Fig. 1: run 1, the metal 1 layer
Supply wires on this layer in gray.
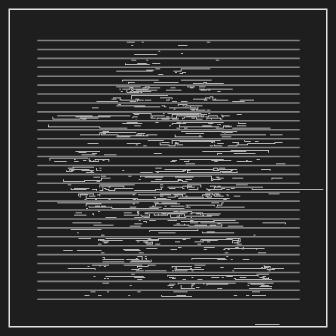
Fig. 2: run 1, the metal 2 layer
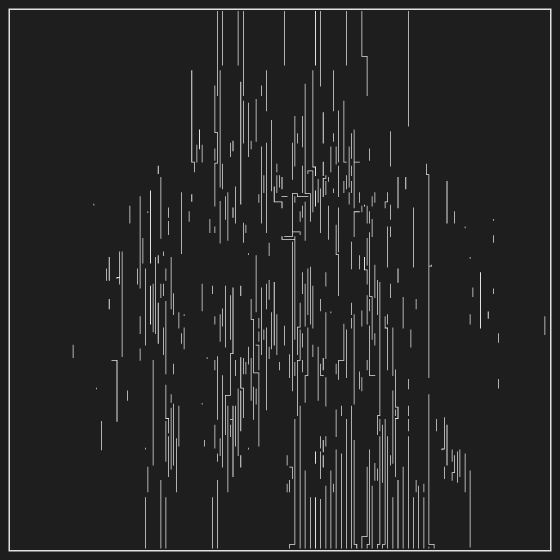
Fig. 3: run 1, metal 3
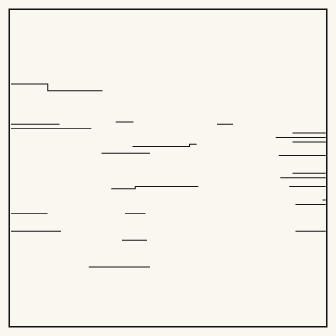
Fig. 4: run 1, clock nets
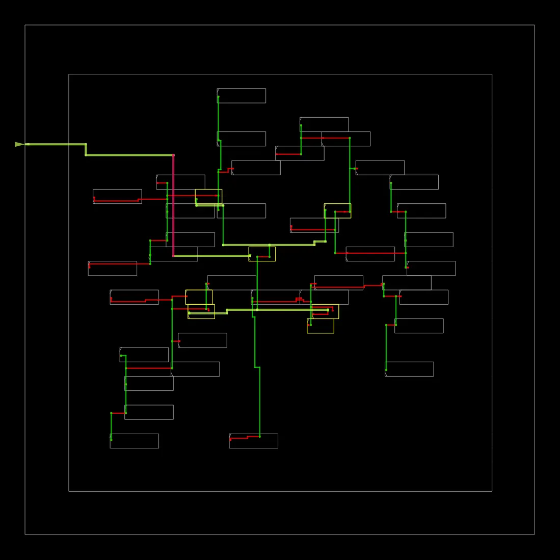
### config.mk
export PLATFORM = sky130hd
export DESIGN_NAME = cavlc_ctrl_seq_flat
export DESIGN_NICKNAME = d
export VERILOG_FILES = /design/src/rtl/cavlc_pkg.sv /design/src/rtl/cavlc_ctrl_seq_if.sv /design/src/rtl/cavlc_stage_watchdog.sv /design/src/rtl/cavlc_ctrl_seq.sv /design/src/flat_wrapper.sv
export SDC_FILE = /design/constraint.sdc
export NUM_CORES = 1
export LEC_CHECK = 0
export CAP_MARGIN = 0
export CORE_MARGIN = 8
export CORE_UTILIZATION = 30
export DETAILED_ROUTE_END_ITERATION = 7
export SLEW_MARGIN = 20
export SYNTH_ARGS = -nofsm -noshare
export SYNTH_HDL_FRONTEND = slang
export SYNTH_SLANG_ARGS = --single-unit
### constraint.sdc
create_clock -name Clk -period 3 [get_ports Clk]
set_clock_uncertainty 0.1 [all_clocks]
set_input_delay 0.45 -clock Clk [delete_from_list [all_inputs] [get_ports Clk]]
set_output_delay 0.45 -clock Clk [all_outputs]
set_load 0.02 [all_outputs]
### src/rtl/cavlc_pkg.sv
// rtl/cavlc_pkg.sv - shared state type and coefficient limits for the CAVLC block sequencer
package cavlc_pkg;

  localparam int MAX_COEFF_LUMA      = 16;
  localparam int MAX_COEFF_CHROMA_DC = 4;

  typedef enum logic [2:0] {
    ST_IDLE    = 3'd0,
    ST_TOKEN_0 = 3'd1,
    ST_TOKEN_1 = 3'd2,
    ST_LEVEL   = 3'd3,
    ST_ZERO    = 3'd4
  } cavlc_ctrl_state_t;

endpackage

### src/rtl/cavlc_ctrl_seq_if.sv
// rtl/cavlc_ctrl_seq_if.sv - shifter and sub-decoder signals around the CAVLC block sequencer
interface cavlc_ctrl_seq_if #(
  parameter int SHIFT_W = 5,
  parameter int CNT_W   = 16
);
  logic               Enable;
  logic               Abort;
  logic               ChromaDC;
  logic               BarrelShifterReady;
  logic [4:0]         TotalCoeff;
  logic [SHIFT_W-1:0] NumShift_CoeffTokenDecode;
  logic               ShiftEn_LevelDecode;
  logic [SHIFT_W-1:0] NumShift_LevelDecode;
  logic               ShiftEn_ZeroDecode;
  logic [SHIFT_W-1:0] NumShift_ZeroDecode;
  logic               LevelDecodeDone;
  logic               ZeroDecodeDone;
  logic               ShiftEn;
  logic [SHIFT_W-1:0] NumShift;
  logic               CoeffTokenDecodeEnable;
  logic               LevelDecodeEnable;
  logic               ZeroDecodeEnable;
  logic               BlockDone;
  logic               BlockErr;
  logic [CNT_W-1:0]   BlockCount;
  logic               Busy;

  // master is the sequencer; slave is the shifter/sub-decoder side
  modport master (
    input  Enable, Abort, ChromaDC, BarrelShifterReady, TotalCoeff,
           NumShift_CoeffTokenDecode, ShiftEn_LevelDecode, NumShift_LevelDecode,
           ShiftEn_ZeroDecode, NumShift_ZeroDecode, LevelDecodeDone, ZeroDecodeDone,
    output ShiftEn, NumShift, CoeffTokenDecodeEnable, LevelDecodeEnable,
           ZeroDecodeEnable, BlockDone, BlockErr, BlockCount, Busy
  );

  modport slave (
    output Enable, Abort, ChromaDC, BarrelShifterReady, TotalCoeff,
           NumShift_CoeffTokenDecode, ShiftEn_LevelDecode, NumShift_LevelDecode,
           ShiftEn_ZeroDecode, NumShift_ZeroDecode, LevelDecodeDone, ZeroDecodeDone,
    input  ShiftEn, NumShift, CoeffTokenDecodeEnable, LevelDecodeEnable,
           ZeroDecodeEnable, BlockDone, BlockErr, BlockCount, Busy
  );
endinterface

### src/rtl/cavlc_stage_watchdog.sv
// rtl/cavlc_stage_watchdog.sv - per-stage cycle counter; o_timeout marks the last allowed cycle
module cavlc_stage_watchdog #(
  parameter int TIMEOUT = 64
) (
  input  logic i_clk,
  input  logic i_rst_n,
  input  logic i_load,
  input  logic i_count,
  output logic o_timeout
);
  localparam int W = $clog2(TIMEOUT);
  localparam logic [W-1:0] LAST = W'(TIMEOUT - 1);

  logic [W-1:0] r_cnt;

  // r_cnt holds the cycles already spent in the stage, so LAST flags the TIMEOUT-th cycle
  always_ff @(posedge i_clk or negedge i_rst_n) begin
    if (!i_rst_n) begin
      r_cnt <= '0;
    end else if (i_load) begin
      r_cnt <= '0;
    end else if (i_count && (r_cnt != LAST)) begin
      r_cnt <= r_cnt + 1'b1;
    end
  end

  assign o_timeout = (r_cnt == LAST);
endmodule

### src/rtl/cavlc_ctrl_seq.sv
// rtl/cavlc_ctrl_seq.sv - CAVLC residual-block sequencer and barrel-shifter request mux
module cavlc_ctrl_seq
  import cavlc_pkg::*;
#(
  parameter int SHIFT_W      = 5,
  parameter int MAX_COEFF    = MAX_COEFF_LUMA,
  parameter int MAX_COEFF_DC = MAX_COEFF_CHROMA_DC,
  parameter int TIMEOUT      = 64,
  parameter int CNT_W        = 16
) (
  input logic                 Clk,
  input logic                 nReset,
  cavlc_ctrl_seq_if.master    bus
);
  localparam logic [4:0] MAXC_LUMA = 5'(MAX_COEFF);
  localparam logic [4:0] MAXC_DC   = 5'(MAX_COEFF_DC);

  cavlc_ctrl_state_t r_state, w_next;
  logic              r_mode;
  logic [4:0]        r_total;
  logic              r_cte, r_lde, r_zde, r_done, r_err;
  logic [CNT_W-1:0]  r_count;

  logic               w_complete, w_error, w_wd_load, w_wd_count, w_timeout;
  logic               w_shift_en;
  logic [SHIFT_W-1:0] w_num_shift;
  logic [4:0]         w_max_c;

  assign w_max_c = r_mode ? MAXC_DC : MAXC_LUMA;

  cavlc_stage_watchdog #(.TIMEOUT(TIMEOUT)) u_watchdog (
    .i_clk     (Clk),
    .i_rst_n   (nReset),
    .i_load    (w_wd_load),
    .i_count   (w_wd_count),
    .o_timeout (w_timeout)
  );

  always_ff @(posedge Clk or negedge nReset) begin
    if (!nReset) r_state <= ST_IDLE;
    else         r_state <= w_next;
  end

  always_comb begin
    w_next      = r_state;
    w_complete  = 1'b0;
    w_error     = 1'b0;
    w_wd_load   = 1'b0;
    w_wd_count  = 1'b0;
    w_shift_en  = 1'b0;
    w_num_shift = '0;
    case (r_state)
      ST_IDLE: begin
        if (bus.Enable && bus.BarrelShifterReady) w_next = ST_TOKEN_0;
      end
      ST_TOKEN_0: w_next = ST_TOKEN_1;
      ST_TOKEN_1: begin
        w_num_shift = bus.NumShift_CoeffTokenDecode;
        if (bus.BarrelShifterReady) begin
          w_shift_en = 1'b1;
          if (bus.TotalCoeff > w_max_c) begin
            w_error = 1'b1;
            w_next  = ST_IDLE;
          end else if (bus.TotalCoeff == 5'd0) begin
            w_complete = 1'b1;
          end else begin
            w_next    = ST_LEVEL;
            w_wd_load = 1'b1;
          end
        end
      end
      ST_LEVEL: begin
        w_num_shift = bus.NumShift_LevelDecode;
        w_shift_en  = bus.ShiftEn_LevelDecode & bus.BarrelShifterReady;
        w_wd_count  = 1'b1;
        // a block already holding MaxC coefficients has no zeros left to place
        if (bus.LevelDecodeDone) begin
          if (r_total == w_max_c) begin
            w_complete = 1'b1;
          end else begin
            w_next    = ST_ZERO;
            w_wd_load = 1'b1;
          end
        end else if (w_timeout) begin
          w_error = 1'b1;
          w_next  = ST_IDLE;
        end
      end
      ST_ZERO: begin
        w_num_shift = bus.NumShift_ZeroDecode;
        w_shift_en  = bus.ShiftEn_ZeroDecode & bus.BarrelShifterReady;
        w_wd_count  = 1'b1;
        if (bus.ZeroDecodeDone) begin
          w_complete = 1'b1;
        end else if (w_timeout) begin
          w_error = 1'b1;
          w_next  = ST_IDLE;
        end
      end
      default: w_next = ST_IDLE;
    endcase
    if (w_complete) w_next = bus.Enable ? ST_TOKEN_0 : ST_IDLE;
    if (bus.Abort) begin
      w_next     = ST_IDLE;
      w_complete = 1'b0;
      w_error    = 1'b0;
      w_shift_en = 1'b0;
    end
  end

  always_ff @(posedge Clk or negedge nReset) begin
    if (!nReset) begin
      r_mode  <= 1'b0;
      r_total <= '0;
      r_cte   <= 1'b0;
      r_lde   <= 1'b0;
      r_zde   <= 1'b0;
      r_done  <= 1'b0;
      r_err   <= 1'b0;
      r_count <= '0;
    end else begin
      if (w_next == ST_TOKEN_0) r_mode <= bus.ChromaDC;
      if ((r_state == ST_TOKEN_1) && bus.BarrelShifterReady) r_total <= bus.TotalCoeff;
      r_cte  <= (r_state == ST_TOKEN_0);
      r_lde  <= (r_state == ST_LEVEL);
      r_zde  <= (r_state == ST_ZERO);
      r_done <= w_complete;
      r_err  <= w_error;
      if (w_complete && (r_count != {CNT_W{1'b1}})) r_count <= r_count + 1'b1;
    end
  end

  assign bus.ShiftEn                = w_shift_en;
  assign bus.NumShift               = w_num_shift;
  assign bus.CoeffTokenDecodeEnable = r_cte;
  assign bus.LevelDecodeEnable      = r_lde;
  assign bus.ZeroDecodeEnable       = r_zde;
  assign bus.BlockDone              = r_done;
  assign bus.BlockErr               = r_err;
  assign bus.BlockCount             = r_count;
  assign bus.Busy                   = (r_state != ST_IDLE);
endmodule
### src/flat_wrapper.sv
// flat-port wrapper written by rule: the top's interface ports become plain ports
module cavlc_ctrl_seq_flat import cavlc_pkg::*;
#(
  parameter int SHIFT_W      = 5,
  parameter int MAX_COEFF    = MAX_COEFF_LUMA,
  parameter int MAX_COEFF_DC = MAX_COEFF_CHROMA_DC,
  parameter int TIMEOUT      = 64,
  parameter int CNT_W        = 16
)
  (Clk, nReset, bus_Enable, bus_Abort, bus_ChromaDC, bus_BarrelShifterReady, bus_TotalCoeff, bus_NumShift_CoeffTokenDecode, bus_ShiftEn_LevelDecode, bus_NumShift_LevelDecode, bus_ShiftEn_ZeroDecode, bus_NumShift_ZeroDecode, bus_LevelDecodeDone, bus_ZeroDecodeDone, bus_ShiftEn, bus_NumShift, bus_CoeffTokenDecodeEnable, bus_LevelDecodeEnable, bus_ZeroDecodeEnable, bus_BlockDone, bus_BlockErr, bus_BlockCount, bus_Busy);
  cavlc_ctrl_seq_if #(.SHIFT_W(SHIFT_W), .CNT_W(CNT_W)) bus_i ();
  input logic Clk;
  input logic nReset;
  input wire logic [$bits(bus_i.Enable)-1:0] bus_Enable;
  input wire logic [$bits(bus_i.Abort)-1:0] bus_Abort;
  input wire logic [$bits(bus_i.ChromaDC)-1:0] bus_ChromaDC;
  input wire logic [$bits(bus_i.BarrelShifterReady)-1:0] bus_BarrelShifterReady;
  input wire logic [$bits(bus_i.TotalCoeff)-1:0] bus_TotalCoeff;
  input wire logic [$bits(bus_i.NumShift_CoeffTokenDecode)-1:0] bus_NumShift_CoeffTokenDecode;
  input wire logic [$bits(bus_i.ShiftEn_LevelDecode)-1:0] bus_ShiftEn_LevelDecode;
  input wire logic [$bits(bus_i.NumShift_LevelDecode)-1:0] bus_NumShift_LevelDecode;
  input wire logic [$bits(bus_i.ShiftEn_ZeroDecode)-1:0] bus_ShiftEn_ZeroDecode;
  input wire logic [$bits(bus_i.NumShift_ZeroDecode)-1:0] bus_NumShift_ZeroDecode;
  input wire logic [$bits(bus_i.LevelDecodeDone)-1:0] bus_LevelDecodeDone;
  input wire logic [$bits(bus_i.ZeroDecodeDone)-1:0] bus_ZeroDecodeDone;
  output wire logic [$bits(bus_i.ShiftEn)-1:0] bus_ShiftEn;
  output wire logic [$bits(bus_i.NumShift)-1:0] bus_NumShift;
  output wire logic [$bits(bus_i.CoeffTokenDecodeEnable)-1:0] bus_CoeffTokenDecodeEnable;
  output wire logic [$bits(bus_i.LevelDecodeEnable)-1:0] bus_LevelDecodeEnable;
  output wire logic [$bits(bus_i.ZeroDecodeEnable)-1:0] bus_ZeroDecodeEnable;
  output wire logic [$bits(bus_i.BlockDone)-1:0] bus_BlockDone;
  output wire logic [$bits(bus_i.BlockErr)-1:0] bus_BlockErr;
  output wire logic [$bits(bus_i.BlockCount)-1:0] bus_BlockCount;
  output wire logic [$bits(bus_i.Busy)-1:0] bus_Busy;
  assign bus_i.Enable = bus_Enable;
  assign bus_i.Abort = bus_Abort;
  assign bus_i.ChromaDC = bus_ChromaDC;
  assign bus_i.BarrelShifterReady = bus_BarrelShifterReady;
  assign bus_i.TotalCoeff = bus_TotalCoeff;
  assign bus_i.NumShift_CoeffTokenDecode = bus_NumShift_CoeffTokenDecode;
  assign bus_i.ShiftEn_LevelDecode = bus_ShiftEn_LevelDecode;
  assign bus_i.NumShift_LevelDecode = bus_NumShift_LevelDecode;
  assign bus_i.ShiftEn_ZeroDecode = bus_ShiftEn_ZeroDecode;
  assign bus_i.NumShift_ZeroDecode = bus_NumShift_ZeroDecode;
  assign bus_i.LevelDecodeDone = bus_LevelDecodeDone;
  assign bus_i.ZeroDecodeDone = bus_ZeroDecodeDone;
  assign bus_ShiftEn = bus_i.ShiftEn;
  assign bus_NumShift = bus_i.NumShift;
  assign bus_CoeffTokenDecodeEnable = bus_i.CoeffTokenDecodeEnable;
  assign bus_LevelDecodeEnable = bus_i.LevelDecodeEnable;
  assign bus_ZeroDecodeEnable = bus_i.ZeroDecodeEnable;
  assign bus_BlockDone = bus_i.BlockDone;
  assign bus_BlockErr = bus_i.BlockErr;
  assign bus_BlockCount = bus_i.BlockCount;
  assign bus_Busy = bus_i.Busy;
  cavlc_ctrl_seq #(.SHIFT_W(SHIFT_W), .MAX_COEFF(MAX_COEFF), .MAX_COEFF_DC(MAX_COEFF_DC), .TIMEOUT(TIMEOUT), .CNT_W(CNT_W)) u_core (.Clk(Clk), .nReset(nReset), .bus(bus_i));
endmodule
==> run_results.csv, run 1 <==
group,metric,value,unit
run_status,status,"finished clean",
floorplan,core_area,6314,µm²
hold_path,hp-class,"flop to flop",
route,postRouteAntennaNets,0,
yosys,yosysTopAreaCell,"dfrtp_1",
final_timing,fmaxAchievable,369.5,MHz
placed_design,placed_cells,325,
yosys,netlist_area,1937,µm²
yosys,ys_seq_share,0.4651,
yosys,ys_ff,36,
cells_and_area,antenna_cells,0,
route,first_pass_iters,4,
clock_network,clockBufferDepth,2,
yosys,yosys-stat-cells,189,
clock_network,ctsHtreeMaxLevel,2,
route,wl_per_cell,14.18,µm
route,avgViaCountPerCell,4.855,
yosys,synth_top_cell_by_count,"dfrtp_1",
final_timing,period_used_share,0.9021,
cells_and_area,synthToLayoutAreaGrowth,40.37,%
clock_network,cts_resized,0,
global_route,antenna_found_initial,0,
global_route,gr-usage-all-layers,0.1097,
final_timing,fin_tns_setup,0,ps
route,dr.first_iter.drc_count,57,
placed_design,place_congestion,0.8065,
final_timing,slew_violations,0,
job,drv_cap,0,
yosys,ys.flop_type,"dfrtp_1",
power_and_ir_drop,ir_drop,268.9,µV
floorplan,fp.dieW,96.35,µm
yosys,syn-num-nets,223,
power_and_ir_drop,power_density,465.4,nW/µm²
Notes on Fig. 1 above:
main direction: horizontal
wire length on this layer: 2040 µm
share of all routed wire: 43%
nets with wire on the layer: 254
longest straight run: 27.6 µm
WL final: 4.709 mm
Vias: 1612
met1 Use GR: 0.1326

Notes on Fig. 2 above:
share of all routed wire: 50%
nets with wire on the layer: 247
wire length on this layer: 2350 µm
main direction: vertical

Notes on Fig. 3 above:
main direction: horizontal
wire length on this layer: 299 µm
nets with wire on the layer: 19
share of all routed wire: 6.3%
longest straight run: 24.1 µm
met3 usage: 0.04212

Notes on Fig. 4 above:
Clock Power: 369 µW
Num CTS Buffers: 5
clk_lat worst skew: 280 ps
# clk buffers: 7
clk sink count: 36

-- run 1: worst max-delay path, stage by stage (launching register included) --
cell,delay (ps)
dfrtp_1,470
nor2_1,170
nand2_1,120
inv_2,190
a21oi_1,100
nor3b_1,180
clkdlybuf4s50_1,640
-- run 1: cell type report --
| class | instances | area (µm²) | area share |
|---|---|---|---|
| tap | 77 | 96.34 | 0.03543 |
| inverter | 5 | 18.77 | 0.006903 |
| sequential | 36 | 900.9 | 0.3313 |
| clock buffer | 7 | 96.34 | 0.03543 |
| timing repair buffer | 60 | 593.1 | 0.2181 |
| multi-input combinational | 147 | 1013 | 0.3728 |
-- run 1: per-stage QoR --
step	worst slack, ps	power, mW	util	hold WS, ps	cell area [µm²]
after floorplan	909.4	0.7906	-	54.41	1937
after global placement	290.8	0.8983	0.4154	379.0	2623
after detailed placement	251.0	0.9094	0.4154	382.7	2623
after CTS	267.4	1.281	0.4306	394.7	2719
after global routing	161.0	1.345	0.4306	408.8	2719
final	293.6	1.265	0.4306	386.1	2719
-- run 1: logic make-up after synthesis --
family | share of synthesized area
xor+xnor | 0.08592
fa+ha+maj | 0.02584
compound gates | 0.09561
flops | 0.4651
mux | 0.07752
buf+inv | 0.01162
simple gates | 0.2384
-- run 1: placed cells by master, fill, tap and decap left out, types with 2 or more instances in the layout --
master           instances
clkdlybuf4s50_1         57
mux2_2                   8
or3_1                    3
nand2_1                 22
nor2_1                  15
nor3_1                   5
mux2i_1                  6
nor3b_1                  4
xnor2_1                 13
o21bai_1                 2
nand3_1                  6
buf_4                    3
and4_1                   2
inv_1                    4
xor2_1                   6
clkbuf_8                 7
nand2b_1                 2
ha_1                     4
and3_1                   6
dfrtp_1                 36
nand4_1                 10
o21ai_0                  8
a21oi_1                  8
-- run 1: report_power, final --
group | switching [mW] | leakage (nW) | internal, mW | total [mW]
clock network | 0.164 | 0.0503 | 0.204 | 0.369
logic | 0.118 | 0.605 | 0.144 | 0.263
registers | 0.0677 | 0.482 | 0.566 | 0.634
-- run 1: worst paths after layout --
kind,from,end,depth (start not counted)
setup / recovery,u_core.r_state[1],bus_ShiftEn,6
hold / removal,u_core.bus.BlockCount[10],u_core.bus.BlockCount[10],1
setup reg to reg,u_core.r_state[1],u_core.bus.BlockCount[1],6
hold reg to reg,u_core.bus.BlockCount[10],u_core.bus.BlockCount[10],1
max in group asynchronous,nReset,u_core.r_mode,2
min in group asynchronous,nReset,u_core.r_total[4],2
-- run 1: sequential cells by signal (all words and copies together) (netlist names) --
register                           flops
u_core.u_watchdog.r_cnt                6
u_core.bus.BlockDone                   1
u_core.bus.CoeffTokenDecodeEnable      1
u_core.r_state                         3
u_core.r_mode                          1
u_core.bus.BlockErr                    1
u_core.bus.LevelDecodeEnable           1
u_core.bus.ZeroDecodeEnable            1
u_core.r_total                         5
u_core.bus.BlockCount                 16
-- run 1: routing by layer --
layer	track usage	vias up	wire, µm
li1	-	809	-
met4	0.02522	0	19
met1	0.1326	769	2040
met5	0	-	0
met2	0.1805	32	2351
met3	0.04212	2	298
Fig. 5: run 1, wiring heat map
The bar under the picture is 20 µm long. 19 x 19 tiles, from dark purple (low) to yellow (high), scaled to the fullest tile. Values are wire area over tile area, all layers added.
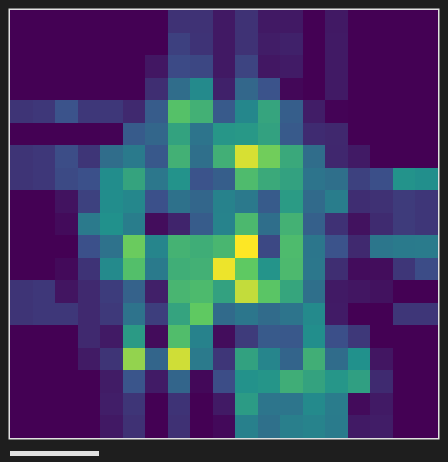

==> run 1 -> run 2 <==
SLEW_MARGIN = default   (was 20)
SYNTH_HIERARCHICAL = 1   (was default)
Fig. 6: run 2, wiring heat map
The bar under the picture is 20 µm long. 20 x 20 tiles, from dark purple (low) to yellow (high), scaled to the fullest tile. Values are wire area over tile area, all layers added.
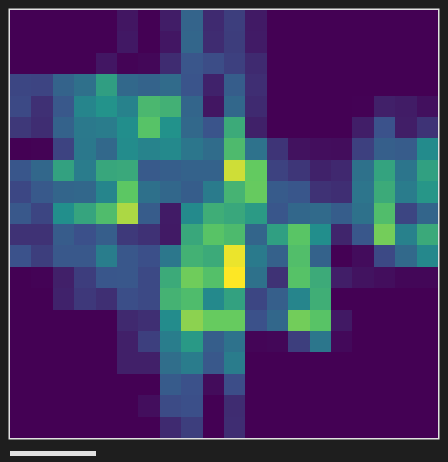
nearly empty tiles: 39%
fullest tile: 0.43
tiles over half the peak: 14%
densest ninth of the die: center
mean over tiles: 0.089
emptiest ninth of the die: south-west
WL final: 5.493 mm
routed len/inst: 15.52 µm
Vias: 1797
GRT Total Usage: 0.1149

Fig. 7: run 2, clock nets
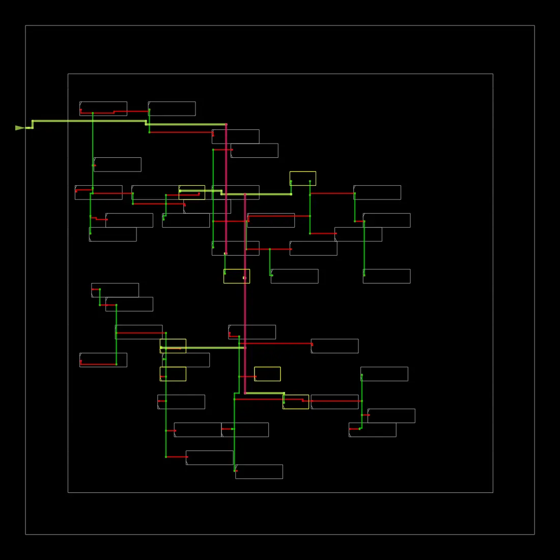
clk_lat worst skew: 290 ps
Clock Power: 374 µW
flip-flops: 36

Fig. 8: run 2, metal 3
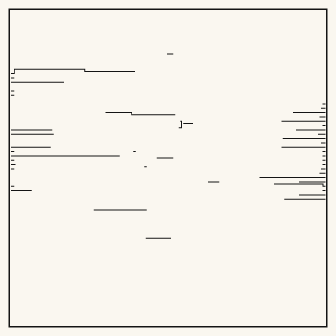
main direction: horizontal
wire length on this layer: 342 µm
longest straight run: 33.8 µm
met3 usage: 0.03631

==> run 2 against run 1 <==
  * Worst setup slack worse by 64 ps
  * Combinational power up 13%
  * First-iteration DRC count rose by 51%
  * Power is 2.2% higher
  * Final cell count grew 6.6%
  * Die area up 6.0%
  * Non-clock buffer count rose by 6
  * Hold slack improved by 24 ps
==> run_results.csv, run 2 <==
group,metric,value,unit
setup_path,crit_path_max_incr_delay,650,ps
yosys,ys.flop_type,"dfrtp_1",
cells_and_area,lay_top_count,"clkdlybuf4s50_1",
global_route,met2_usage,0.1881,
setup_path,worstPathCellList,"nand2b_1 > a21oi_1 > a21oi_1 > nor3b_1 > clkdlybuf4s50_1",
global_route,busiest_layer,"met2",
clock_network,cts_resized,0,
route,first_pass_iters,4,
yosys,netlist_area,2076,µm²
final_timing,period_used_share,0.9233,
final_timing,worst_hold_slack,409.7,ps
yosys,ys_seq_share,0.4340,
global_route,gr-usage-met1,0.1385,
cells_and_area,synthToLayoutAreaGrowth,37.97,%
power_and_ir_drop,comb_power_share,0.229,
power_and_ir_drop,power_switching,375.1,µW
route,postRouteAntennaNets,0,
run_status,status,"finished clean",
yosys,synth_top_cell_by_count,"dfrtp_1",
floorplan,core_area,6756,µm²
power_and_ir_drop,p_seq_frac,0.482,
## run 2: layout make-up
type                            instances  area, µm²  area share
Inverter                               15      56.30     0.01966
Tap cell                               80      100.1     0.03495
Timing Repair Buffer                   66      638.1      0.2228
Sequential cell                        36      900.9      0.3145
Multi-Input combinational cell        150       1072      0.3744
Clock buffer                            7      96.34     0.03364
## run 2: final timing paths
path	cells after the start	slack, ps	start	endpoint
min	1	410	u_core/bus.BlockCount[6]	u_core/bus.BlockCount[6]
min in group asynchronous	2	470	nReset	u_core/bus.BlockCount[6]
max in group asynchronous	2	2000	nReset	u_core/r_total[0]
max reg2reg	7	470	u_core/r_state[2]	u_core/r_mode
min reg2reg	1	410	u_core/bus.BlockCount[6]	u_core/bus.BlockCount[6]
max	5	230	u_core/r_state[2]	bus_ShiftEn
## run 2: layer usage
layer | vias to the layer above | part of all wire
met4 | 0 | 0.017
met3 | 8 | 0.062
met1 | 855 | 0.46
met2 | 51 | 0.46
met5 | - | 0
li1 | 883 | -
## run 2: through the flow
| step | setup slack, ps | total power [mW] | util | area, µm² | cells |
|---|---|---|---|---|---|
| CTS | 176.3 | 1.311 | 0.4239 | 2864 | 354 |
| global route | 20.45 | 1.369 | 0.4239 | 2864 | 354 |
| floorplan | 609.7 | 0.8137 | - | 2076 | 206 |
| global placement | 209.6 | 0.9233 | 0.4096 | 2768 | 347 |
| detailed placement | 156.8 | 0.9305 | 0.4096 | 2768 | 347 |
| finish | 230.0 | 1.293 | 0.4239 | 2864 | 354 |
## run 2: kinds of logic (layout without fill, tap and decap cells)
family,after synthesis,after routing
AOI/OAI and AO/OA,40,40
xor gates and xnor gates,15,15
adders and majority gates,4,4
buffers and inverters,20,88
DFF,36,36
muxes,11,11
and+or+nand+nor,80,80
## run 2: power groups by stage
stage | logic (mW) | clock network, mW | registers, mW
2_1_floorplan | 0.197 | 0 | 0.617
3_3_place_gp | 0.291 | 0 | 0.633
3_5_place_dp | 0.296 | 0 | 0.634
4_1_cts | 0.299 | 0.389 | 0.624
5_1_grt | 0.333 | 0.403 | 0.632
6_report | 0.296 | 0.374 | 0.623
## run 2: worst max-delay path: cells and delay by family, from the launching register on
kind | cells | cell delay, ps
simple gates | 2 | 580
flops | 1 | 440
compound gates | 2 | 270
buf+inv | 1 | 650
Power figures rest on the tool's default switching activity, not on a simulated workload.
